## src/rtl/pc_sequencer.sv

```systemverilog
// ---------------------------------------------------------------------------
// pc_sequencer
//
// Turns high-level program-counter commands from the instruction decoder into
// increment / load strobes for the 16-bit PC register, including the 6502
// style page-crossing fix-up cycle on relative branches and the two-byte
// vector fetch from memory.  After reset release the reset vector is fetched
// automatically (AUTO_RESET_VECTOR=1).
//
// Handshake (cmd_*): a command transfers on a rising clk edge where
// cmd_valid && cmd_ready.  cmd_ready is high only in IDLE; a requester must
// hold cmd_valid/cmd_op/cmd_data stable until that edge, so a command offered
// while busy is simply held pending and never lost.  Memory reads (mem_*):
// mem_req/mem_addr stay stable until a cycle with mem_ack; mem_ack while
// mem_req=0 is ignored.
//
// Ports:
//   clk        in   1   system clock, rising edge
//   reset      in   1   asynchronous, active-low reset
//   cmd_valid  in   1   command request
//   cmd_ready  out  1   high only in IDLE
//   cmd_op     in   2   0=INC 1=JUMP 2=BRANCH 3=VECTOR
//   cmd_data   in  16   JUMP target / BRANCH offset [7:0] / VECTOR select [1:0]
//   pc_l_in    in   8   current PC low byte
//   pc_h_in    in   8   current PC high byte
//   pc_inc     out  1   increment strobe
//   pc_load    out  1   load strobe
//   pc_l_out   out  8   load value low byte (0 when pc_load=0)
//   pc_h_out   out  8   load value high byte (0 when pc_load=0)
//   mem_req    out  1   memory read request
//   mem_addr   out 16   memory read address
//   mem_ack    in   1   read data valid
//   mem_rdata  in   8   read data
//   page_cross out  1   pulse in the branch high-byte fix-up cycle
//   busy       out  1   state != IDLE (0 while reset is asserted)
//   dbg_state  out  4   current FSM state encoding, for observation
// ---------------------------------------------------------------------------
module pc_sequencer #(
    parameter logic [15:0] VEC_NMI           = 16'hFFFA,
    parameter logic [15:0] VEC_RESET         = 16'hFFFC,
    parameter logic [15:0] VEC_IRQ           = 16'hFFFE,
    parameter bit          AUTO_RESET_VECTOR = 1'b1
) (
    input  logic        clk,
    input  logic        reset,
    input  logic        cmd_valid,
    output logic        cmd_ready,
    input  logic [1:0]  cmd_op,
    input  logic [15:0] cmd_data,
    input  logic [7:0]  pc_l_in,
    input  logic [7:0]  pc_h_in,
    output logic        pc_inc,
    output logic        pc_load,
    output logic [7:0]  pc_l_out,
    output logic [7:0]  pc_h_out,
    output logic        mem_req,
    output logic [15:0] mem_addr,
    input  logic        mem_ack,
    input  logic [7:0]  mem_rdata,
    output logic        page_cross,
    output logic        busy,
    output logic [3:0]  dbg_state
);

    typedef enum logic [3:0] {
        S_BOOT     = 4'd0,
        S_IDLE     = 4'd1,
        S_INC      = 4'd2,
        S_JUMP     = 4'd3,
        S_BR_LO    = 4'd4,
        S_BR_HI    = 4'd5,
        S_VEC_LO   = 4'd6,
        S_VEC_HI   = 4'd7,
        S_VEC_LOAD = 4'd8
    } state_t;

    state_t      state_q, state_d;
    logic [15:0] data_q;     // latched cmd_data
    logic [7:0]  pcl_q;      // latched PC low byte
    logic [7:0]  pch_q;      // latched PC high byte
    logic [15:0] vec_q;      // vector low-byte address
    logic [7:0]  lo_q;       // fetched vector low byte
    logic [7:0]  hi_q;       // fetched vector high byte
    logic        gap_q;      // first VEC_HI cycle: request held low

    logic        cmd_accept;
    logic [8:0]  br_sum;
    logic        br_cross;
    logic [7:0]  br_pch_fix;
    logic [15:0] vec_sel;

    assign cmd_accept = cmd_valid && cmd_ready;

    // Relative branch arithmetic, all from latched values.  A crossing is
    // signalled by the carry disagreeing with the offset sign: a forward
    // offset that carries, or a backward offset that does not.
    assign br_sum     = {1'b0, pcl_q} + {1'b0, data_q[7:0]};
    assign br_cross   = (br_sum[8] != data_q[7]);
    assign br_pch_fix = data_q[7] ? (pch_q - 8'd1) : (pch_q + 8'd1);

    always_comb begin
        vec_sel = VEC_IRQ;
        case (cmd_data[1:0])
            2'd0:    vec_sel = VEC_RESET;
            2'd1:    vec_sel = VEC_NMI;
            default: vec_sel = VEC_IRQ;
        endcase
    end

    // ---------------------------------------------------------------------
    // State and datapath registers
    // ---------------------------------------------------------------------
    always_ff @(posedge clk or negedge reset) begin
        if (!reset) begin
            state_q <= S_BOOT;
            data_q  <= '0;
            pcl_q   <= '0;
            pch_q   <= '0;
            vec_q   <= '0;
            lo_q    <= '0;
            hi_q    <= '0;
            gap_q   <= 1'b0;
        end else begin
            state_q <= state_d;
            if (cmd_accept) begin
                data_q <= cmd_data;
                pcl_q  <= pc_l_in;
                pch_q  <= pc_h_in;
                if (cmd_op == 2'd3) begin
                    vec_q <= vec_sel;
                end
            end
            if (state_q == S_BOOT) begin
                vec_q <= VEC_RESET;
            end
            if (state_q == S_VEC_LO && mem_ack) begin
                lo_q <= mem_rdata;
            end
            if (state_q == S_VEC_HI && mem_req && mem_ack) begin
                hi_q <= mem_rdata;
            end
            gap_q <= (state_q == S_VEC_LO) && mem_ack;
        end
    end

    // ---------------------------------------------------------------------
    // Next-state logic
    // ---------------------------------------------------------------------
    always_comb begin
        state_d = state_q;
        case (state_q)
            S_BOOT: begin
                state_d = AUTO_RESET_VECTOR ? S_VEC_LO : S_IDLE;
            end
            S_IDLE: begin
                if (cmd_accept) begin
                    case (cmd_op)
                        2'd0:    state_d = S_INC;
                        2'd1:    state_d = S_JUMP;
                        2'd2:    state_d = S_BR_LO;
                        default: state_d = S_VEC_LO;
                    endcase
                end
            end
            S_INC:      state_d = S_IDLE;
            S_JUMP:     state_d = S_IDLE;
            S_BR_LO:    state_d = br_cross ? S_BR_HI : S_IDLE;
            S_BR_HI:    state_d = S_IDLE;
            S_VEC_LO: begin
                if (mem_ack) begin
                    state_d = S_VEC_HI;
                end
            end
            S_VEC_HI: begin
                // An ack during the gap cycle has no request behind it.
                if (mem_req && mem_ack) begin
                    state_d = S_VEC_LOAD;
                end
            end
            S_VEC_LOAD: state_d = S_IDLE;
            default:    state_d = S_BOOT;
        endcase
    end

    // ---------------------------------------------------------------------
    // Moore outputs, decoded from state and registers only
    // ---------------------------------------------------------------------
    always_comb begin
        cmd_ready  = 1'b0;
        pc_inc     = 1'b0;
        pc_load    = 1'b0;
        pc_l_out   = 8'h00;
        pc_h_out   = 8'h00;
        mem_req    = 1'b0;
        mem_addr   = 16'h0000;
        page_cross = 1'b0;
        case (state_q)
            S_IDLE: begin
                cmd_ready = 1'b1;
            end
            S_INC: begin
                pc_inc = 1'b1;
            end
            S_JUMP: begin
                pc_load  = 1'b1;
                pc_l_out = data_q[7:0];
                pc_h_out = data_q[15:8];
            end
            S_BR_LO: begin
                pc_load  = 1'b1;
                pc_l_out = br_sum[7:0];
                pc_h_out = pch_q;
            end
            S_BR_HI: begin
                pc_load    = 1'b1;
                page_cross = 1'b1;
                pc_l_out   = br_sum[7:0];
                pc_h_out   = br_pch_fix;
            end
            S_VEC_LO: begin
                mem_req  = 1'b1;
                mem_addr = vec_q;
            end
            S_VEC_HI: begin
                // Request is re-raised one cycle after entry so the bus sees
                // a clean low cycle between the two reads.
                mem_req  = !gap_q;
                mem_addr = vec_q + 16'd1;
            end
            S_VEC_LOAD: begin
                pc_load  = 1'b1;
                pc_l_out = lo_q;
                pc_h_out = hi_q;
            end
            default: begin
            end
        endcase
    end

    // busy covers BOOT too, but must read 0 while reset is held; the reset
    // pin is the only input allowed to reach an output, and only to clear it.
    assign busy      = reset && (state_q != S_IDLE);
    assign dbg_state = state_q;

endmodule

```

## config.mk

```make
export PLATFORM = sky130hd
export DESIGN_NAME = pc_sequencer
export DESIGN_NICKNAME = d
export VERILOG_FILES = /design/src/rtl/pc_sequencer.sv
export SDC_FILE = /design/constraint.sdc
export NUM_CORES = 1
export LEC_CHECK = 0
export CAP_MARGIN = 20
export CELL_PAD_IN_SITES_DETAIL_PLACEMENT = 1
export CELL_PAD_IN_SITES_GLOBAL_PLACEMENT = 1
export CORE_MARGIN = 8
export CORE_UTILIZATION = 41
export DETAILED_ROUTE_END_ITERATION = 7
export GPL_TIMING_DRIVEN = 0
export PLACE_DENSITY_LB_ADDON = 0.1
export SLEW_MARGIN = 20
export SYNTH_ARGS = -nofsm -noshare
export SYNTH_HDL_FRONTEND = slang
export SYNTH_SLANG_ARGS = --single-unit
export TNS_END_PERCENT = 20
```

## constraint.sdc

```tcl
create_clock -name clk -period 3.5 [get_ports clk]
set_input_delay 0.7 -clock clk [delete_from_list [all_inputs] [get_ports clk]]
set_output_delay 0.7 -clock clk [all_outputs]
set_load 0.1 [all_outputs]
```

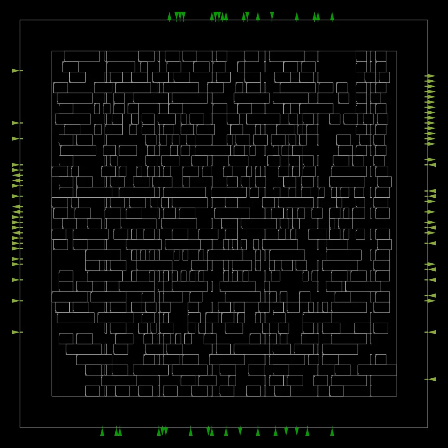
(images/placed.png)
Util after Layout: 0.551
Fill cells: 893
# rows: 33
Flops: 56
Core Box Area: 8050 sq um

==> Slide: Implementation Results <==
Synthesis and Place & Route Summary

Route
  • Top sig layer: met4
  • Wirelength per Cell: 18.4 microns
  • Met1 WL: 4210 microns
  • # DRC: 0
  • Pre-antenna DRT Iters: 5
  • Vias per cell: 5.43
  • Met3 routed WL: 599 microns
  • Total number of vias: 2756
  • Post-route antenna net violation count: 0
  • Metal2 WL: 4370 microns

Clock tree
  • CTS root buffer: clkbuf_8
  • Cts hold-fix bufs: 0
  • H-Tree Depth: 2
  • CTS tree: built
  • Postcts setup bufs: 0
  • Skew-Pair Late Insertion Delay: 0.32 ns
  • CTS Buf Count: 5
  • Clk slew on worst S/H paths: 0.11 ns

STA
  • Fin crit share: 0.966
  • Fin worst setup slack: 0.120 ns
  • Slew @ Worst Pin: 0.982 ns
  • Final Hold Viols: 0
  • Total Neg Setup Slack: 0 ns
  • FMAX: 296 MHz
  • Max Slew Vio Count: 0
  • Clock Skew: 0.0134 ns
  • Tmin final: 3.38 ns

Job
  • Tool warnings: 28

Yosys
  • Count leader, synth: dfrtp_1
  • Yosys top cell area share: 0.422
  • Synth top cells by count: dfrtp_1 (56), mux2_2 (40), nand2_1 (37), o21ai_0 (19), buf_4 (16)
  • Unique cell types: 51
  • Synthesis warning total: 0
  • Ao+oa area frac: 0.153
  • Yosys Instances: 307
  • Floorplan net count: 369
  • Sequential fraction of the synthesis area: 0.422
  • Yosys reg bits: 56
  • Ys flop type: dfrtp_1
  • Adder-cell share of the synthesized area: 0.0648
  • YS chip area: 3320 sq um
  • Cell area leaders: dfrtp_1 (42%), mux2_2 (14%), ha_1 (5.3%)
  • Async set or reset register ratio after synthesis: 1.00
  • MUX share of area: 0.139
  • Simple-Gate Area Share: 0.130
  • XOR/XNOR Area Share: 0.0316
  • Count of library flops with an enable pin: 0

Setup path
  • CP Launch Type: flip-flop
  • Crit path DRT: 2.80 ns
  • Cells along the critical path: buf_4, nor4b_4, buf_2, a22oi_1, o21ai_1, clkdlybuf4s15_2
  • Crit path max fanout: 10
  • Worst Setup Path Type: reg2out
  • CP Capture Type: output pin
  • Slowest cell on crit path: clkdlybuf4s15_2

Finish
  • Post-route cell area: 4440 sq um
  • Final cell count without fillers: 508
  • Net total in the final layout: 464
  • Layout overhead on the synthesized area: 33.6%
  • Fraction of layout cells with a size suffix above 1: 0.283

Floorplanning
  • DIE HEIGHT: 106 microns
  • I/O Pins: 88
  • Die span in x: 106 microns
  • Fp_density: 0.413
  • DIE AREA: 11200 sq um

GRT
  • Largest net degree at the start of global routing: 45
  • Met1 Use GR: 0.219
  • Initial antenna violation count: 0
  • GRT busiest layer: met2
  • Vias in the first global route: 2940
  • Gr usage total: 0.168
  • Met3 Usage GRT: 0.0448
  • First-pass GRT wire length: 15400 microns

Placement
  • Placed Area: 4370 sq um
  • GP Congestion: 0.843
  • Inst Count DP: 500
  • Dpl ws: -0.401 ns

Outcome
  • Outcome: finished clean

Hold path
  • Hold Path Class: in2async
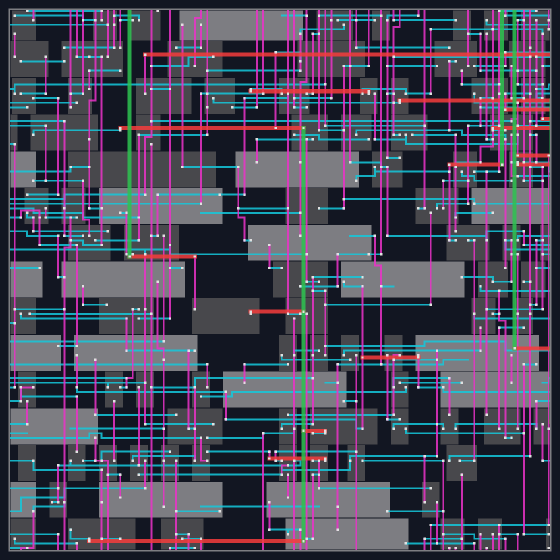
(images/closeup.png)
Window x 33 to 73, y 33 to 73 microns. Cells in grey, sequential cells in the stronger grey; small squares are vias.
- M2: magenta
- M4: green
- M1: cyan
- M3: red
- sequential cells in the window: 15
- netlist names of flops here include: lo_q (7), hi_q (4), dbg_state (2)
- most frequent: nand2_1 (23), dfrtp_1 (15)
- cells with their middle in the window: 97

## layout make-up
class	instances	area [sq um]	share of cell area
multi-input cells	222	1740	0.392
flip-flops and latches	56	1400	0.316
repair buffers	88	852	0.192
plain buffers	25	184	0.0415
well taps	105	131	0.0296
clock buffers	6	72.6	0.0164
clock inverters	2	38.8	0.00874
inverters	4	15.0	0.00338
## critical path, delay by kind of cell (launching register included)
family,cells,cell delay [ns]
and+or+nand+nor,1,0.46
DFF,1,0.49
buffers and inverters,3,1.16
AOI/OAI and AO/OA,2,0.25
## stage by stage
stage                      util
final                     0.551
after global routing      0.551
after CTS                 0.554
after detailed placement  0.542
after global placement    0.539
after floorplan               -
## worst paths after layout
kind,startpoint,to,cells after the start
max,dbg_state[3],pc_l_out[3],6
min,reset,data_q[2],1
max reg2reg,data_q[0],dbg_state[2],7
min reg2reg,vec_q[14],vec_q[14],1
max in group asynchronous,reset,data_q[15],2
min in group clk,vec_q[14],vec_q[14],1
## repair_timing
item | in CTS | in global routing
endpoints found under the setup margin | 32 | 8
resized | 82 | 11
pin swaps | 0 | 0
## cells in the final DEF, fill, tap and decap left out, drive strengths merged, types with 3 or more instances in the layout
cell and instances:
a211oi 6, a21o 5, a21oi 12, a221o 3
a222oi 3, a22oi 10, a31oi 3, and3 3
buf 41, clkbuf 9, clkdlybuf4s15 10, clkdlybuf4s50 54
dfrtp 56, dlygate4sd2 3, ha 14, inv 4
mux2 40, nand2 38, nand2b 3, nand3 3
nor2 9, nor2b 4, nor3 4, nor3b 3
nor4b 3, o21ai 19, o21bai 3, xnor2 8
xor2 4
## flip-flops by register name, indices dropped and copies added (netlist names)
signal and flops:
hi_q 8, lo_q 8, data_q 16, pcl_q 8
gap_q 1, dbg_state 4, pch_q 8, vec_q 3
